==> run_1/congestion.png <==
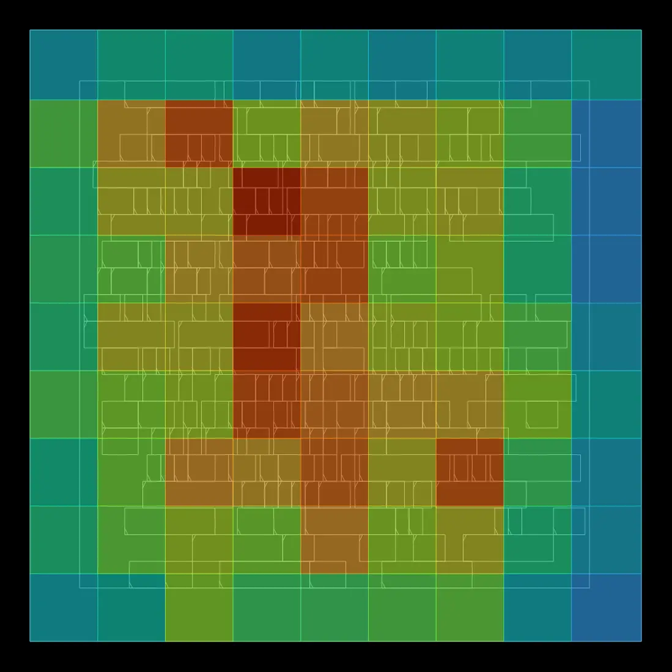
==> run_1/logic_types.png <==
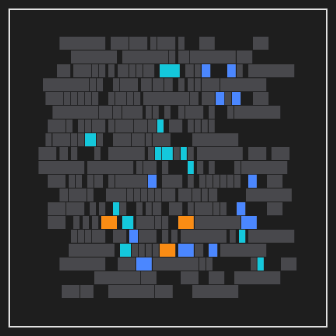
==> run_1/io_fan.png <==
The bar under the picture is 20 microns long.
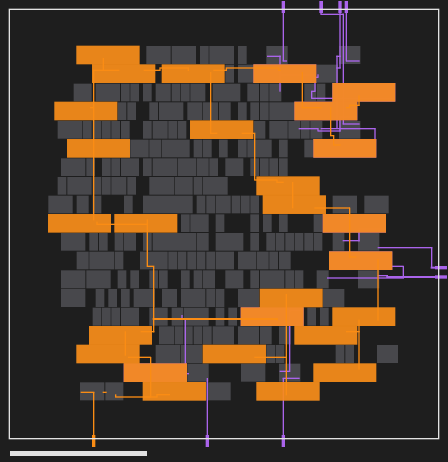
==> run_1/detail.png <==
The bar under the picture is 10 microns long. Region (3, 3) to (28, 28) microns. Cells in gray, sequential cells in the stronger gray; small squares are vias.
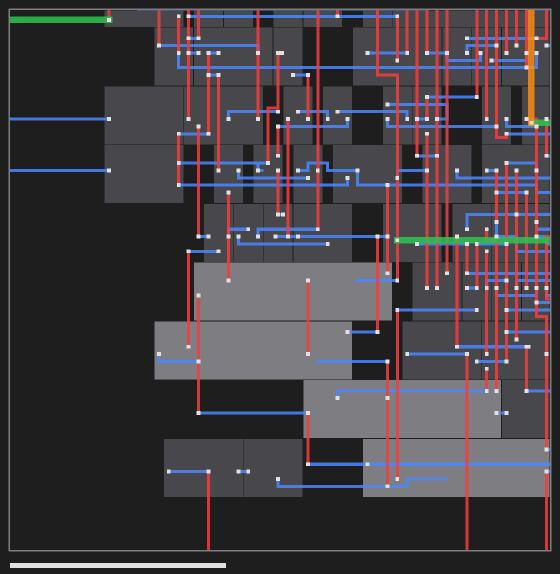
File: src/rtl/bitwise_nor_unit.sv
// Registered bitwise NOR stage of the ALU datapath: sum = ~(x | y), with done marking a fresh result.
// Optional NOR_FLAGS_EN adds registered zero / all_ones result flags.
module bitwise_nor_unit #(
  parameter int unsigned WIDTH = 8
) (
  input  logic             clk,
  input  logic             rst_n,
  input  logic [WIDTH-1:0] x,
  input  logic [WIDTH-1:0] y,
  output logic [WIDTH-1:0] sum,
  output logic             done
`ifdef NOR_FLAGS_EN
  ,
  output logic             zero,
  output logic             all_ones
`endif
);

  typedef enum logic [1:0] {IDLE, CALC, HOLD} state_t;

  state_t           state, state_nxt;
  logic [WIDTH-1:0] a_q, b_q;
  logic [WIDTH-1:0] nor_res;
  logic             differ;
  logic             load;
  logic             commit;

  assign nor_res = ~(a_q | b_q);
  assign differ  = (x != a_q) || (y != b_q);

  always_ff @(posedge clk or negedge rst_n) begin
    if (!rst_n) state <= IDLE;
    else        state <= state_nxt;
  end

  always_comb begin
    state_nxt = state;
    unique case (state)
      IDLE:    state_nxt = CALC;
      CALC:    state_nxt = HOLD;
      HOLD:    if (differ) state_nxt = CALC;
      default: state_nxt = IDLE;
    endcase
  end

  always_comb begin
    load   = 1'b0;
    commit = 1'b0;
    unique case (state)
      IDLE:    load   = 1'b1;
      CALC:    commit = 1'b1;
      HOLD:    load   = differ;
      default: ;
    endcase
  end

  // sum keeps its previous value while a recapture is in flight; only done drops.
  always_ff @(posedge clk or negedge rst_n) begin
    if (!rst_n) begin
      a_q  <= '0;
      b_q  <= '0;
      sum  <= '0;
      done <= 1'b0;
    end else begin
      if (load) begin
        a_q <= x;
        b_q <= y;
      end
      if (commit) begin
        sum  <= nor_res;
        done <= 1'b1;
      end else if (load) begin
        done <= 1'b0;
      end
    end
  end

`ifdef NOR_FLAGS_EN
  always_ff @(posedge clk or negedge rst_n) begin
    if (!rst_n) begin
      zero     <= 1'b0;
      all_ones <= 1'b0;
    end else if (commit) begin
      zero     <= ~|nor_res;
      all_ones <= &nor_res;
    end
  end
`endif

endmodule

File: config.mk
export PLATFORM = sky130hd
export DESIGN_NAME = bitwise_nor_unit
export DESIGN_NICKNAME = d
export VERILOG_FILES = /design/src/rtl/bitwise_nor_unit.sv
export SDC_FILE = /design/constraint.sdc
export NUM_CORES = 1
export LEC_CHECK = 0
export ABC_AREA = 1
export ABC_CLOCK_PERIOD_IN_PS = 1400
export CAP_MARGIN = 30
export CORE_MARGIN = 5
export CORE_UTILIZATION = 51
export CTS_CLUSTER_SIZE = 24
export DETAILED_ROUTE_END_ITERATION = 8
export PLACE_DENSITY = 0.78
export SLEW_MARGIN = 20
export SYNTH_ARGS = -nofsm -noshare
export SYNTH_HDL_FRONTEND = slang
export SYNTH_SLANG_ARGS = --single-unit
File: constraint.sdc
create_clock -name clk -period 1.4 [get_ports clk]
set_input_delay 0.21 -clock clk [delete_from_list [all_inputs] [get_ports clk]]
set_output_delay 0.21 -clock clk [all_outputs]
set_load 0.01 [all_outputs]
==> out/summary.json, run 1 <==
{
  "timing": {
    "final_period_minus_worst_setup_slack_ns": 1.48,
    "timing.slew.headroom": 0.675,
    "timing.final.hold_violations": 0,
    "layout_setup_ws_ns": -0.0764,
    "setup-violations-final": 18
  },
  "final_layout": {
    "final_cell_area_sq_um": 1880,
    "layout.cells.most_common_list": "sky130_fd_sc_hd__nand2_1, sky130_fd_sc_hd__dfrtp_1, sky130_fd_sc_hd__inv_1",
    "synthToLayoutAreaGrowth_pct": 34.3,
    "design.seq.count": 27,
    "area_dominant_class": "flip-flops and latches",
    "buffer_area_frac": 0.195,
    "area.sequential_sq_um": 676,
    "seqAreaFraction": 0.360
  },
  "pwr": {
    "report.power.total_uw": 1420
  },
  "global_route": {
    "antenna_violations_before_repair": 0,
    "gr-max-usage-layer": "met2",
    "grt_util_met2": 0.262,
    "grt_first_pass_wirelength_mm": 5.44,
    "grt_use_met1": 0.245,
    "grtUsageTotal": 0.168
  },
  "detailed_routing": {
    "detailedRoute.firstPassIterationCount": 4,
    "routed_via_density": 5.06,
    "highest-signal-layer": "met4",
    "detailroute.wirelength.met2_mm": 1.65,
    "detail_route.wirelength.met1_mm": 1.52,
    "drc_errors": 0
  },
  "clock_network": {
    "cts_resized": 11,
    "cts-root-to-sink-buffers": 2
  },
  "logic_synthesis": {
    "main_combinational_cell_family_by_area_after_synthesis": "simple AND/OR/NAND/NOR gates",
    "yosysTopAreaCell": "sky130_fd_sc_hd__dfrtp_1",
    "yosys-stat-area_sq_um": 1400,
    "ys_types": 20,
    "post_synth_mux_area_share": 0.00717,
    "ys_cells": 188
  },
  "critical_path": {
    "worstReg2RegStart": "b_q[1]",
    "worst_r2r_path_depth": 10,
    "timing.critical_path.fanout_max": 5,
    "cp_data_required_time_ns": 1.64
  },
  "place": {
    "detailed_place_hpwl_mm": 2.38
  },
  "hold_path": {
    "hold_path.class": "in2async"
  },
  "status": {
    "run_status": "complete, but fails checks",
    "failed_checks": "setup timing"
  },
  "job": {
    "cap_violations": 0
  },
  "floorplanning": {
    "floorplan.tapcells": 31
  }
}
About congestion.png:
Layout Utilization: 0.698
met3 Use GR: 0.0252

About logic_types.png:
- cyan: NOR gates (cells 12; most used nor2_1; where center)
- orange: XOR/XNOR gates (cells 3; most used xnor2_1)
- blue: inverting AOI/OAI gates (cells 12; most used o21ai_0)
dominant logic cell type in the layout: sky130_fd_sc_hd__nand2_1
combinational share of cell area: 0.358
number of cells in the finished layout apart from fillers: 257

About io_fan.png:
- purple: `sum` (bits 8; direction output; edge 4 top, 2 right, 2 bottom; end cells 8; buffers 8; wire 189 microns)
- orange: `rst_n` (bits 1; direction input; edge bottom; end cells 27; buffers 2; wire 214 microns)
port bufs: 26
count of boundary I/O pins: 27

About detail.png:
- green: metal 3
- red: metal 2
- blue: metal 1
- orange: metal 4
- most frequent: nand2_1 (16)
- netlist names of flops here include: `b_q` (3), `sum` (1)
- cells with their middle in the window: 43
- sequential cells in the window: 4

[run 1: worst max-delay path, stage by stage]
cell and delay, ns:
sky130_fd_sc_hd__clkdlybuf4s50_1 0.56, sky130_fd_sc_hd__inv_1 0.06, sky130_fd_sc_hd__nand2_1 0.07, sky130_fd_sc_hd__nand2_2 0.06, sky130_fd_sc_hd__nor2_4 0.09, sky130_fd_sc_hd__nand2_1 0.07
sky130_fd_sc_hd__nor2_2 0.16, sky130_fd_sc_hd__nand3_4 0.15, sky130_fd_sc_hd__buf_6 0.17, sky130_fd_sc_hd__nand3_2 0.06, sky130_fd_sc_hd__nand2_1 0.06
==> run_1/flops_by_reg.png <==
The bar under the picture is 20 microns long.
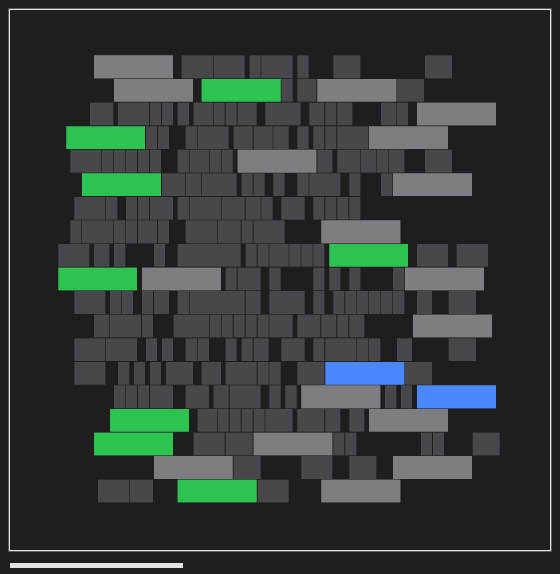

## Run 2: what changed since run 1
--- a/config.mk
+++ b/config.mk
@@ -12,6 +12,7 @@
 export CORE_UTILIZATION = 51
 export CTS_CLUSTER_SIZE = 24
 export DETAILED_ROUTE_END_ITERATION = 8
+export GPL_TIMING_DRIVEN = 0
 export PLACE_DENSITY = 0.78
 export SLEW_MARGIN = 20
 export SYNTH_ARGS = -nofsm -noshare
==> run_2/flops_by_reg.png <==
The bar under the picture is 20 microns long.
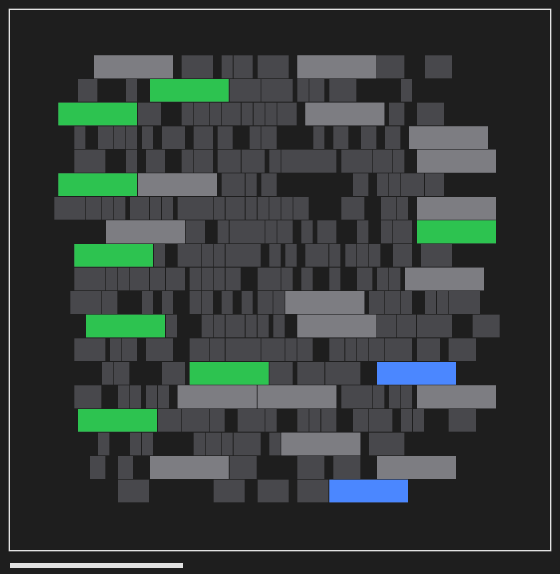
- blue: `state` (flops 2)
- green: `b_q` (flops 8)
Layout Utilization: 0.710
flip-flop and latch power: 842 uW
Flop area: 676 sq um

==> run_2/congestion.png <==
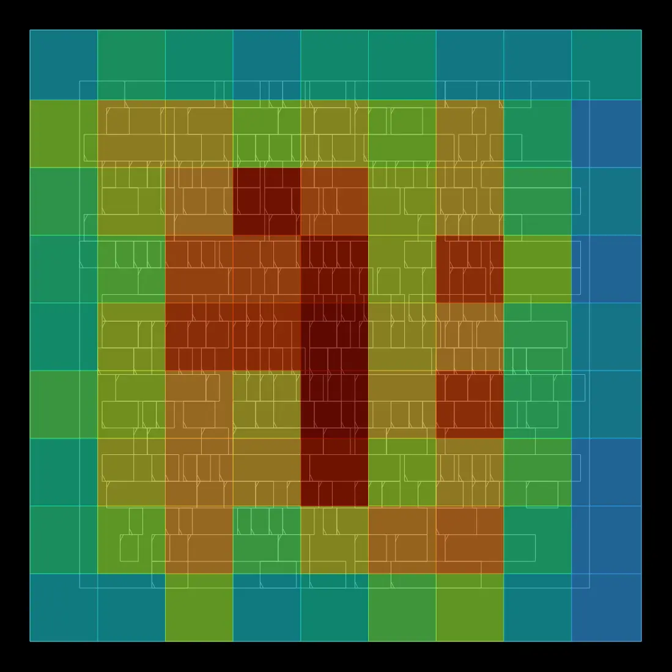
met2 usage in global routing: 0.323
met3 Use GR: 0.0342
global routing's busiest layer: met2

==> run 2 against run 1 <==
The flow still finishes with violations (setup timing). Maximum frequency down 0.17%. Non-clock buffer count is 9 higher. Clock power fell by 3%. Largest power group unchanged.
==> out/summary.json, run 2 <==
{
  "detailed_routing": {
    "detailedRoute.firstPassIterationCount": {"value": 4, "change": "unchanged"},
    "routed-wl-met3_microns": 215,
    "route.vias.total": 1395,
    "detailroute.wirelength.met2": {"value": 1.90, "unit": "mm", "change": "+15%"},
    "routed_via_density": {"value": 5.24, "change": "+3.7%"},
    "drc_errors": {"value": 0, "change": "unchanged"},
    "highest-signal-layer": "met4",
    "routed_wirelength_mm": 3.76
  },
  "global_route": {
    "grtUsageTotal": {"value": 0.193, "change": "+0.0250"},
    "antenna_violations_before_repair": {"value": 0, "change": "unchanged"},
    "grt_first_pass_wirelength": {"value": 6.13, "unit": "mm", "change": "+13%"}
  },
  "status": {
    "failed_checks": "setup timing",
    "run_status": "complete, but fails checks"
  },
  "critical_path": {
    "path_cells": "clkdlybuf4s50_1 > inv_1 > nand2_1 > nand2_1 > nor2_1 > nand2_1 > nor2_2 > nand3_4 > nand2_4 > buf_6 > nand2_1 > nand2_1",
    "path_class": "in2reg",
    "cpPeakStageDelay": {"value": 0.53, "unit": "ns", "change": "-0.03 ns"},
    "crit_cells": {"value": 12, "change": "+1"},
    "worst-path-buf-inv": {"value": 3, "change": "unchanged"},
    "timing.critical_path.fanout_max": {"value": 5, "change": "unchanged"},
    "cp_data_required_time": {"value": 1.68, "unit": "ns", "change": "+0.04 ns"},
    "top_cell_family_by_delay_on_the_critical_path": "simple AND/OR/NAND/NOR gates",
    "critPathSlowestCell": "sky130_fd_sc_hd__clkdlybuf4s50_1",
    "worst_r2r_path_depth": {"value": 11, "change": "+1"}
  },
  "timing": {
    "final_period_minus_worst_setup_slack": {"value": 1.48, "unit": "ns", "change": "+0.00249 ns"},
    "timing.final.hold_violations": {"value": 0, "change": "unchanged"},
    "timing.slew.headroom": {"value": 0.595, "change": "-0.0799"},
    "setup-violations-final": {"value": 19, "change": "+1"},
    "layout_setup_ws": {"value": -0.0789, "unit": "ns", "change": "-0.00249 ns"}
  },
  "floorplanning": {
    "floorplan.tapcells": {"value": 31, "change": "unchanged"},
    "pin_count": {"value": 27, "change": "unchanged"}
  },
  "logic_synthesis": {
    "main_combinational_cell_family_by_area_after_synthesis": "simple AND/OR/NAND/NOR gates",
    "ys_seq_frac": 0.484,
    "ys_cells": {"value": 188, "change": "unchanged"},
    "yosys-stat-area": {"value": 1400, "unit": "sq um", "change": "unchanged"},
    "ys_types": {"value": 20, "change": "unchanged"},
    "post_synth_mux_area_share": {"value": 0.00717, "change": "unchanged"}
  },
  "job": {
    "cap_violations": {"value": 0, "change": "unchanged"}
  },
  "final_layout": {
    "buffer_area_frac": {"value": 0.223, "change": "+0.0282"},
    "seqAreaFraction": {"value": 0.354, "change": "-0.00614"},
    "synthToLayoutAreaGrowth_pct": 36.6,
    "layout.cells.most_common_list": "sky130_fd_sc_hd__nand2_1, sky130_fd_sc_hd__dfrtp_1, sky130_fd_sc_hd__nand3_1",
    "dominant_logic_cell_type_in_the_layout": "sky130_fd_sc_hd__nand2_1",
    "design.seq.count": {"value": 27, "change": "unchanged"}
  },
  "place": {
    "detailed_place_hpwl": {"value": 2.43, "unit": "mm", "change": "+2.3%"},
    "dpl_worst_slack_ns": -0.504,
    "port_bufs": {"value": 26, "change": "unchanged"}
  },
  "clock_network": {
    "cts_resized": {"value": 22, "change": "+11"},
    "cts-root-to-sink-buffers": {"value": 2, "change": "unchanged"}
  },
  "hold_path": {
    "hold_path.class": "in2reg",
    "hold_start": "y[4]"
  }
}
==> run_2/logic_types.png <==
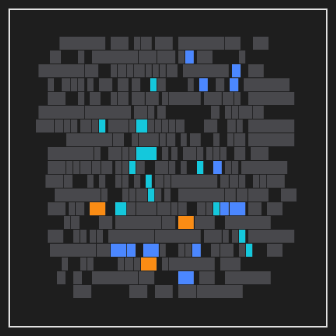
- orange: XOR/XNOR gates (cells 3; most used xnor2_1)
- blue: inverting AOI/OAI gates (cells 12; most used o21ai_0)
- cyan: NOR gates (cells 12; most used nor2_1)
combinational share of cell area: 0.338
number of cells in the finished layout apart from fillers: 266

-- run 2: cell counts after synthesis --
Identical to the previous run, type by type.
-- run 2: power breakdown --
part           switching, uW  internal, uW
Sequential              26.6           816
Combinational            129           125
Clock                    223           112
-- run 2: stage by stage --
| step | instance area, sq um | total power (uW) | hold slack, ns |
|---|---|---|---|
| final | 1910 | 1430 | 0.300 |
| after global routing | 1910 | 1500 | 0.300 |
| after CTS | 1820 | 1410 | 0.296 |
| after detailed placement | 1690 | 1070 | 0.250 |
| after global placement | 1700 | 1060 | 0.455 |
| after floorplan | 1400 | 946 | -0.0856 |
-- run 2: routing by layer --
| metal | up-vias | track usage |
|---|---|---|
| met4 | 0 | 0.0743 |
| met3 | 9 | 0.0342 |
| li1 | 673 | - |
| met2 | 53 | 0.323 |
| met1 | 660 | 0.246 |
| met5 | - | 0 |
No activity file was given, so power comes from the tool's default toggle rates.
